===== src/rtl/decode_pkg.sv =====
// rtl/decode_pkg.sv - shared types and constants for the decode stage
//
// Purpose: instruction class encodings, opcode constants, MIPS field bit
//          positions, FSM state type and the decoded-field record.
// Ports:   none (package).
package decode_pkg;

    typedef enum logic [1:0] {
        ITYPE_R = 2'd0,
        ITYPE_I = 2'd1,
        ITYPE_J = 2'd2
    } itype_e;

    localparam logic [5:0] OP_RTYPE = 6'h00;
    localparam logic [5:0] OP_J     = 6'h02;
    localparam logic [5:0] OP_JAL   = 6'h03;
    localparam logic [5:0] OP_ANDI  = 6'h0C;
    localparam logic [5:0] OP_ORI   = 6'h0D;
    localparam logic [5:0] OP_XORI  = 6'h0E;

    localparam int OPC_MSB = 31;
    localparam int OPC_LSB = 26;
    localparam int RS_MSB  = 25;
    localparam int RS_LSB  = 21;
    localparam int RT_MSB  = 20;
    localparam int RT_LSB  = 16;
    localparam int RD_MSB  = 15;
    localparam int RD_LSB  = 11;
    localparam int SH_MSB  = 10;
    localparam int SH_LSB  = 6;
    localparam int FN_MSB  = 5;
    localparam int FN_LSB  = 0;
    localparam int IMM_MSB = 15;
    localparam int TGT_MSB = 25;

    // Storage occupancy: OUT/SKID valid bits encoded as a state.
    typedef enum logic [1:0] {
        ST_EMPTY = 2'd0,
        ST_ONE   = 2'd1,
        ST_TWO   = 2'd2
    } state_e;

    // Everything except the XLEN-wide immediate, which is kept alongside.
    typedef struct packed {
        logic [5:0]  opcode;
        logic [4:0]  rs;
        logic [4:0]  rt;
        logic [4:0]  rd;
        logic [4:0]  shamt;
        logic [5:0]  funct;
        logic [25:0] target;
        itype_e      itype;
    } fields_t;

    function automatic logic is_logic_imm(input logic [5:0] op);
        return (op == OP_ANDI) || (op == OP_ORI) || (op == OP_XORI);
    endfunction

endpackage


===== src/rtl/decode_stage_if.sv =====
// rtl/decode_stage_if.sv - fetch-side and execute-side handshake bundle
//
// Purpose: groups the instruction input stream and decoded output stream.
// Signals: in_valid/in_ready/in_inst (fetch side), out_valid/out_ready and
//          decoded fields opcode/rs/rt/rd/shamt/funct/imm/target/itype.
// Modports: master = fetch + consumer side, slave = decode stage.
interface decode_stage_if #(
    parameter int INST_W = 32,
    parameter int XLEN   = 32
);
    logic              in_valid;
    logic              in_ready;
    logic [INST_W-1:0] in_inst;
    logic              out_valid;
    logic              out_ready;
    logic [5:0]        opcode;
    logic [4:0]        rs;
    logic [4:0]        rt;
    logic [4:0]        rd;
    logic [4:0]        shamt;
    logic [5:0]        funct;
    logic [XLEN-1:0]   imm;
    logic [25:0]       target;
    logic [1:0]        itype;

    modport master (
        output in_valid, in_inst, out_ready,
        input  in_ready, out_valid, opcode, rs, rt, rd, shamt, funct,
               imm, target, itype
    );

    modport slave (
        input  in_valid, in_inst, out_ready,
        output in_ready, out_valid, opcode, rs, rt, rd, shamt, funct,
               imm, target, itype
    );
endinterface


===== src/rtl/decode_stage_field_extract.sv =====
// rtl/decode_stage_field_extract.sv - combinational instruction field splitter
//
// Purpose: classifies an instruction as R/I/J, zeroes unused fields and
//          extends the 16-bit immediate to XLEN.
// Ports:   inst (in, INST_W), fields (out, fields_t), imm (out, XLEN).
module field_extract
    import decode_pkg::*;
#(
    parameter int INST_W         = 32,
    parameter int XLEN           = 32,
    parameter bit ZERO_EXT_LOGIC = 1'b1
) (
    input  logic [INST_W-1:0] inst,
    output fields_t           fields,
    output logic [XLEN-1:0]   imm
);

    logic [5:0]  op;
    logic [15:0] imm16;

    assign op    = inst[OPC_MSB:OPC_LSB];
    assign imm16 = inst[IMM_MSB:0];

    always_comb begin
        fields        = '0;
        imm           = '0;
        fields.opcode = op;
        fields.rs     = inst[RS_MSB:RS_LSB];
        fields.rt     = inst[RT_MSB:RT_LSB];
        if (op == OP_RTYPE) begin
            fields.itype = ITYPE_R;
            fields.rd    = inst[RD_MSB:RD_LSB];
            fields.shamt = inst[SH_MSB:SH_LSB];
            fields.funct = inst[FN_MSB:FN_LSB];
        end else if (op == OP_J || op == OP_JAL) begin
            fields.itype  = ITYPE_J;
            fields.target = inst[TGT_MSB:0];
        end else begin
            fields.itype = ITYPE_I;
            if (ZERO_EXT_LOGIC && is_logic_imm(op)) begin
                imm = XLEN'(imm16);
            end else begin
                imm = XLEN'(signed'(imm16));
            end
        end
    end

endmodule


===== src/rtl/decode_stage.sv =====
// rtl/decode_stage.sv - registered instruction decode with 2-entry skid buffer
//
// Purpose: decodes fetched instructions into register fields, immediate and
//          jump target, buffering up to two so fetch may stall cleanly.
// Ports:   clk, rst (sync active-high), flush (drop held instructions),
//          bus (decode_stage_if.slave: fetch and execute handshakes + fields).
module decode_stage
    import decode_pkg::*;
#(
    parameter int INST_W         = 32,
    parameter int XLEN           = 32,
    parameter bit ZERO_EXT_LOGIC = 1'b1
) (
    input  logic            clk,
    input  logic            rst,
    input  logic            flush,
    decode_stage_if.slave   bus
);

    fields_t         dec_fields;
    logic [XLEN-1:0] dec_imm;

    // Decoding happens on the way in, so both registers hold finished fields.
    field_extract #(
        .INST_W         (INST_W),
        .XLEN           (XLEN),
        .ZERO_EXT_LOGIC (ZERO_EXT_LOGIC)
    ) u_extract (
        .inst   (bus.in_inst),
        .fields (dec_fields),
        .imm    (dec_imm)
    );

    state_e          state_q, state_d;
    logic            in_ready_q;
    logic            out_valid_q;
    fields_t         out_q, skid_q;
    logic [XLEN-1:0] out_imm_q, skid_imm_q;

    logic accept, drain;
    logic load_out_in, load_out_skid, load_skid, clear_out;

    assign accept = bus.in_valid & in_ready_q;
    assign drain  = out_valid_q & bus.out_ready;

    always_comb begin
        state_d       = state_q;
        load_out_in   = 1'b0;
        load_out_skid = 1'b0;
        load_skid     = 1'b0;
        clear_out     = 1'b0;
        if (flush) begin
            state_d   = ST_EMPTY;
            clear_out = 1'b1;
        end else begin
            case (state_q)
                ST_EMPTY: begin
                    if (accept) begin
                        state_d     = ST_ONE;
                        load_out_in = 1'b1;
                    end
                end
                ST_ONE: begin
                    if (accept && drain) begin
                        load_out_in = 1'b1;
                    end else if (accept) begin
                        state_d   = ST_TWO;
                        load_skid = 1'b1;
                    end else if (drain) begin
                        state_d   = ST_EMPTY;
                        clear_out = 1'b1;
                    end
                end
                ST_TWO: begin
                    // in_ready is low here, so only a drain can move us.
                    if (drain) begin
                        state_d       = ST_ONE;
                        load_out_skid = 1'b1;
                    end
                end
                default: begin
                    state_d   = ST_EMPTY;
                    clear_out = 1'b1;
                end
            endcase
        end
    end

    always_ff @(posedge clk) begin
        if (rst) begin
            state_q     <= ST_EMPTY;
            in_ready_q  <= 1'b1;
            out_valid_q <= 1'b0;
        end else begin
            state_q     <= state_d;
            in_ready_q  <= (state_d != ST_TWO);
            out_valid_q <= (state_d != ST_EMPTY);
        end
    end

    always_ff @(posedge clk) begin
        if (rst) begin
            out_q      <= '0;
            out_imm_q  <= '0;
            skid_q     <= '0;
            skid_imm_q <= '0;
        end else begin
            if (clear_out) begin
                out_q     <= '0;
                out_imm_q <= '0;
            end else if (load_out_in) begin
                out_q     <= dec_fields;
                out_imm_q <= dec_imm;
            end else if (load_out_skid) begin
                out_q     <= skid_q;
                out_imm_q <= skid_imm_q;
            end
            if (load_skid) begin
                skid_q     <= dec_fields;
                skid_imm_q <= dec_imm;
            end
        end
    end

    assign bus.in_ready  = in_ready_q;
    assign bus.out_valid = out_valid_q;
    assign bus.opcode    = out_q.opcode;
    assign bus.rs        = out_q.rs;
    assign bus.rt        = out_q.rt;
    assign bus.rd        = out_q.rd;
    assign bus.shamt     = out_q.shamt;
    assign bus.funct     = out_q.funct;
    assign bus.target    = out_q.target;
    assign bus.itype     = out_q.itype;
    assign bus.imm       = out_imm_q;

endmodule


===== src/flat_wrapper.sv =====
// flat-port wrapper written by rule: the top's interface ports become plain ports
module decode_stage_flat import decode_pkg::*;
#(
    parameter int INST_W         = 32,
    parameter int XLEN           = 32,
    parameter bit ZERO_EXT_LOGIC = 1'b1
)
  (clk, rst, flush, bus_in_valid, bus_in_inst, bus_out_ready, bus_in_ready, bus_out_valid, bus_opcode, bus_rs, bus_rt, bus_rd, bus_shamt, bus_funct, bus_imm, bus_target, bus_itype);
  decode_stage_if #(.INST_W(INST_W), .XLEN(XLEN)) bus_i ();
  input  logic clk;
  input  logic rst;
  input  logic flush;
  input wire logic [$bits(bus_i.in_valid)-1:0] bus_in_valid;
  input wire logic [$bits(bus_i.in_inst)-1:0] bus_in_inst;
  input wire logic [$bits(bus_i.out_ready)-1:0] bus_out_ready;
  output wire logic [$bits(bus_i.in_ready)-1:0] bus_in_ready;
  output wire logic [$bits(bus_i.out_valid)-1:0] bus_out_valid;
  output wire logic [$bits(bus_i.opcode)-1:0] bus_opcode;
  output wire logic [$bits(bus_i.rs)-1:0] bus_rs;
  output wire logic [$bits(bus_i.rt)-1:0] bus_rt;
  output wire logic [$bits(bus_i.rd)-1:0] bus_rd;
  output wire logic [$bits(bus_i.shamt)-1:0] bus_shamt;
  output wire logic [$bits(bus_i.funct)-1:0] bus_funct;
  output wire logic [$bits(bus_i.imm)-1:0] bus_imm;
  output wire logic [$bits(bus_i.target)-1:0] bus_target;
  output wire logic [$bits(bus_i.itype)-1:0] bus_itype;
  assign bus_i.in_valid = bus_in_valid;
  assign bus_i.in_inst = bus_in_inst;
  assign bus_i.out_ready = bus_out_ready;
  assign bus_in_ready = bus_i.in_ready;
  assign bus_out_valid = bus_i.out_valid;
  assign bus_opcode = bus_i.opcode;
  assign bus_rs = bus_i.rs;
  assign bus_rt = bus_i.rt;
  assign bus_rd = bus_i.rd;
  assign bus_shamt = bus_i.shamt;
  assign bus_funct = bus_i.funct;
  assign bus_imm = bus_i.imm;
  assign bus_target = bus_i.target;
  assign bus_itype = bus_i.itype;
  decode_stage #(.INST_W(INST_W), .XLEN(XLEN), .ZERO_EXT_LOGIC(ZERO_EXT_LOGIC)) u_core (.clk(clk), .rst(rst), .flush(flush), .bus(bus_i));
endmodule

===== config.mk =====
export PLATFORM = sky130hd
export DESIGN_NAME = decode_stage_flat
export DESIGN_NICKNAME = d
export VERILOG_FILES = /design/src/rtl/decode_pkg.sv /design/src/rtl/decode_stage_if.sv /design/src/rtl/decode_stage_field_extract.sv /design/src/rtl/decode_stage.sv /design/src/flat_wrapper.sv
export SDC_FILE = /design/constraint.sdc
export NUM_CORES = 1
export LEC_CHECK = 0
export CAP_MARGIN = 20
export CORE_MARGIN = 3
export CORE_UTILIZATION = 52
export CTS_BUF_LIST = sky130_fd_sc_hd__clkbuf_8
export CTS_CLUSTER_SIZE = 12
export DETAILED_ROUTE_END_ITERATION = 6
export GPL_TIMING_DRIVEN = 0
export PLACE_DENSITY = 0.85
export SYNTH_ARGS = -nofsm -noshare
export SYNTH_HDL_FRONTEND = slang
export SYNTH_SLANG_ARGS = --single-unit
export TNS_END_PERCENT = 10

===== constraint.sdc =====
create_clock -name clk -period 2.8 [get_ports clk]
set_clock_uncertainty 0.2 [all_clocks]
set_input_delay 0.7 -clock clk [delete_from_list [all_inputs] [get_ports clk]]
set_output_delay 0.7 -clock clk [all_outputs]
set_load 0.02 [all_outputs]

Nets reached from selected ports:
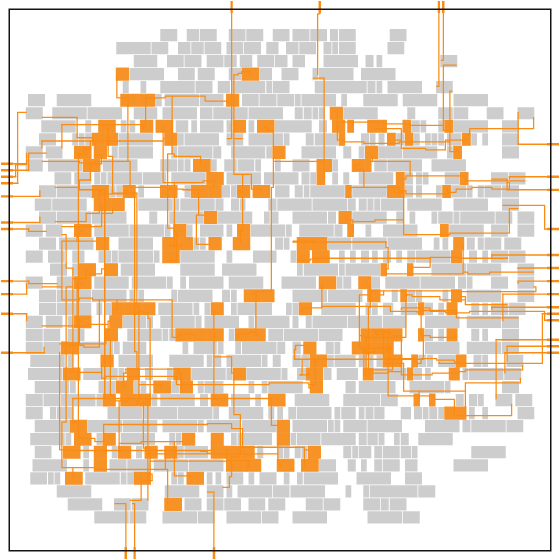
orange -> `bus_in_inst`  # bits 32, direction input, edge 14 right, 11 left, 4 top, 3 bottom, end cells 158, buffers 32, wire 2670 µm
Ports: 131
IO Port Bufs: 128

The clock network:
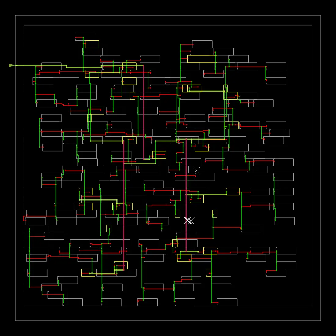
Clk power: 1.53 mW
number of clock sinks: 158
# clk buffers: 20

==> run notes <==
impl run done, here's what came out: outcome finished with violations, failing checks design-rule violations, CP required 2.97 ns, Vias per Instance 6.03, setup violators final 0, RSZ-0062 raised after global routing no, Int Power 3.16 mW, die width 113 µm, Worst Setup End Kind register, final cell count without fillers 932, fin crit share 0.957, wire length per cell 18.6 µm, Net Count, Synth 671, total die area 12700 µm², hold_ws 0.256 ns, most instantiated logic cells after routing 157 x dfxtp_1, 128 x clkdlybuf4s50_1, 122 x nor2_1, PD cells 540 nW/µm², initial DRC count 811, initial antenna violation count 0, Final Instance Area 7750 µm², RD Place Congestion 0.851, mux share 0.00338, crit path time final 2.68 ns, Comb power frac 0.088, tool warning count 26, Fin. Hold Viols 0, Hold Crit Class register to register, CTS Hold Bufs 0, Crit-path slowest cell or4_4, H-tree levels 4, Clk network pwr share 0.366, Final Max-Slew Violation Tally 0, Synth Warn # 0, setup bufs post-CTS 0, worst slew pin tran 0.723 ns, core box area 11000 µm², P_sw 1.02 mW, # diodes 0, CP Class primary input to register, vias in the first global route 5536, antenna-violating nets left 0, Sequential Power Share 0.547, Post-route DRC 7, fp_density 0.539, yosys xor share 0.00296, Num CTS Buffers 17, share of post-route cells with drive strength above 1 0.101, Post-Syn Area 5920 µm², max reg flops 60, Layout area overhead 31.1%, Detailed Route WL 17.3 mm, clk buf depth 2, Setup TNS 0 ns, remaining global-route overflow 0, first-pass GRT wire length 27.9 mm, Net Sw Frac 0.245, largest net degree at the start of global routing 18, cell taking the most area after synthesis dfxtp_1, die y size 113 µm, Top reg by flops u_core.skid_q, Slew HR 0.518, Yosys Instances 634, Mapped Cells 634, top post-synthesis cells by area dfxtp_1 53%, a222oi_1 8.8%, nor2_1 7.7%, Netlist cell types 37, Logic family by area AND-OR/OR-AND gates, Avg Cell Area, Syn 9.33 µm², Max Fanout on Critical Path 10, CP startpoint kind primary input, LEAKAGE 2.67 nW, CTS Root Cell clkbuf_8, CTS resizes 1, number of enable flip-flop cells 0, f_max 373 MHz, crit path DAT 2.85 ns, area share, top type 0.535, HPWL after detailed placement 12.6 mm, worst-skew pair later-pin latency 0.44 ns, DR vias 5621, count leader, synth dfxtp_1, clock slew at reported path FFs 0.07 ns, Max Cap Viol 0, fa+ha+maj area frac 0, CTS tree done, async set or reset register ratio after synthesis 0, Final Util 0.706, cell-by-cell listing of the critical path clkdlybuf4s50_1, or4_4, nor4_4, buf_6, a222oi_1, nor2_1, Tot Pwr 4.19 mW, FP Rows 38, setup slack at placement -0.368 ns
Metal layers overlaid:
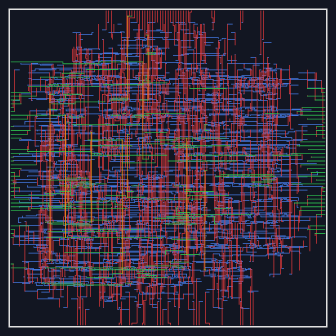
orange -> M4  # wire length 375 µm
blue -> M1  # wire length 6980 µm
red -> M2  # wire length 8390 µm
green -> M3  # wire length 1590 µm

Clock wires, drivers and flops:
The bar under the picture is 20 µm long.
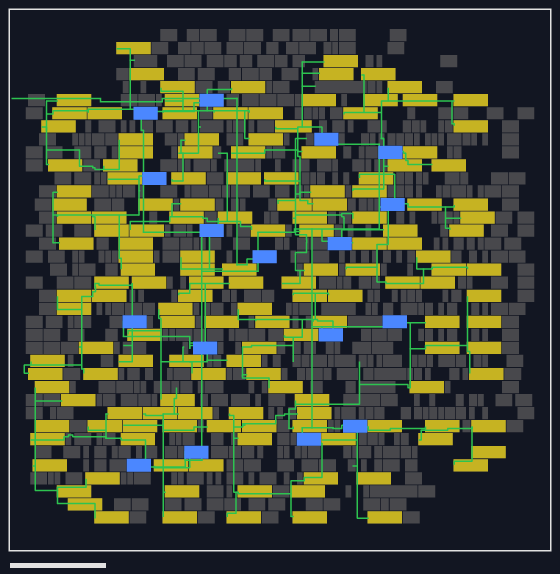
yellow -> flip-flops  # count 158
green -> clock wires  # length 1660 µm
blue -> clock-net drivers  # count 17
flops lie = all over the die

[path summary, 6_finish.rpt]
kind,start,end,slack [ns],depth (start not counted)
worst max-delay path,bus_in_inst[31],u_core.bus.funct[2]$_SDFFE_PP0P_,0.12,6
worst min-delay path,u_core.bus.rt[4]$_SDFFE_PP0P_,u_core.bus.rt[4]$_SDFFE_PP0P_,0.26,2
worst max register to register,u_core.bus.out_valid$_SDFF_PP0_,u_core.bus.imm[6]$_SDFFE_PP0P_,0.58,5
worst min register to register,u_core.bus.rt[4]$_SDFFE_PP0P_,u_core.bus.rt[4]$_SDFFE_PP0P_,0.26,2
[metal layers]
metal | vias to the layer above | routed length [µm] | track usage
li1 | 2611 | - | -
met1 | 2665 | 6980 | 0.347
met3 | 26 | 1590 | 0.0582
met5 | - | 0 | 0
met2 | 319 | 8390 | 0.455
met4 | 0 | 375 | 0.110
[final cells by class]
type | instances | area, µm²
inverter | 4 | 15.0
tap | 140 | 175
fill | 831 | 3230
clock buffer | 20 | 275
sequential | 158 | 3160
timing repair buffer | 128 | 1280
multi-input combinational | 400 | 2400
clock inverter | 11 | 76.3
buffer | 71 | 365
[power groups by stage]
| stage | clock (mW) | combinational, mW | sequential [mW] |
|---|---|---|---|
| after floorplan | 0 | 0.157 | 2.36 |
| after global placement | 0 | 0.347 | 2.34 |
| after detailed placement | 0 | 0.354 | 2.34 |
| after CTS | 1.54 | 0.357 | 2.29 |
| after global routing | 1.63 | 0.393 | 2.29 |
| final | 1.53 | 0.367 | 2.29 |
[worst max-delay path, delay by kind of cell]
family	cells	cell delay, ns
buf+inv	2	0.76
simple gates	3	1.31
compound gates	1	0.07
No activity file was given, so power comes from the tool's default toggle rates.
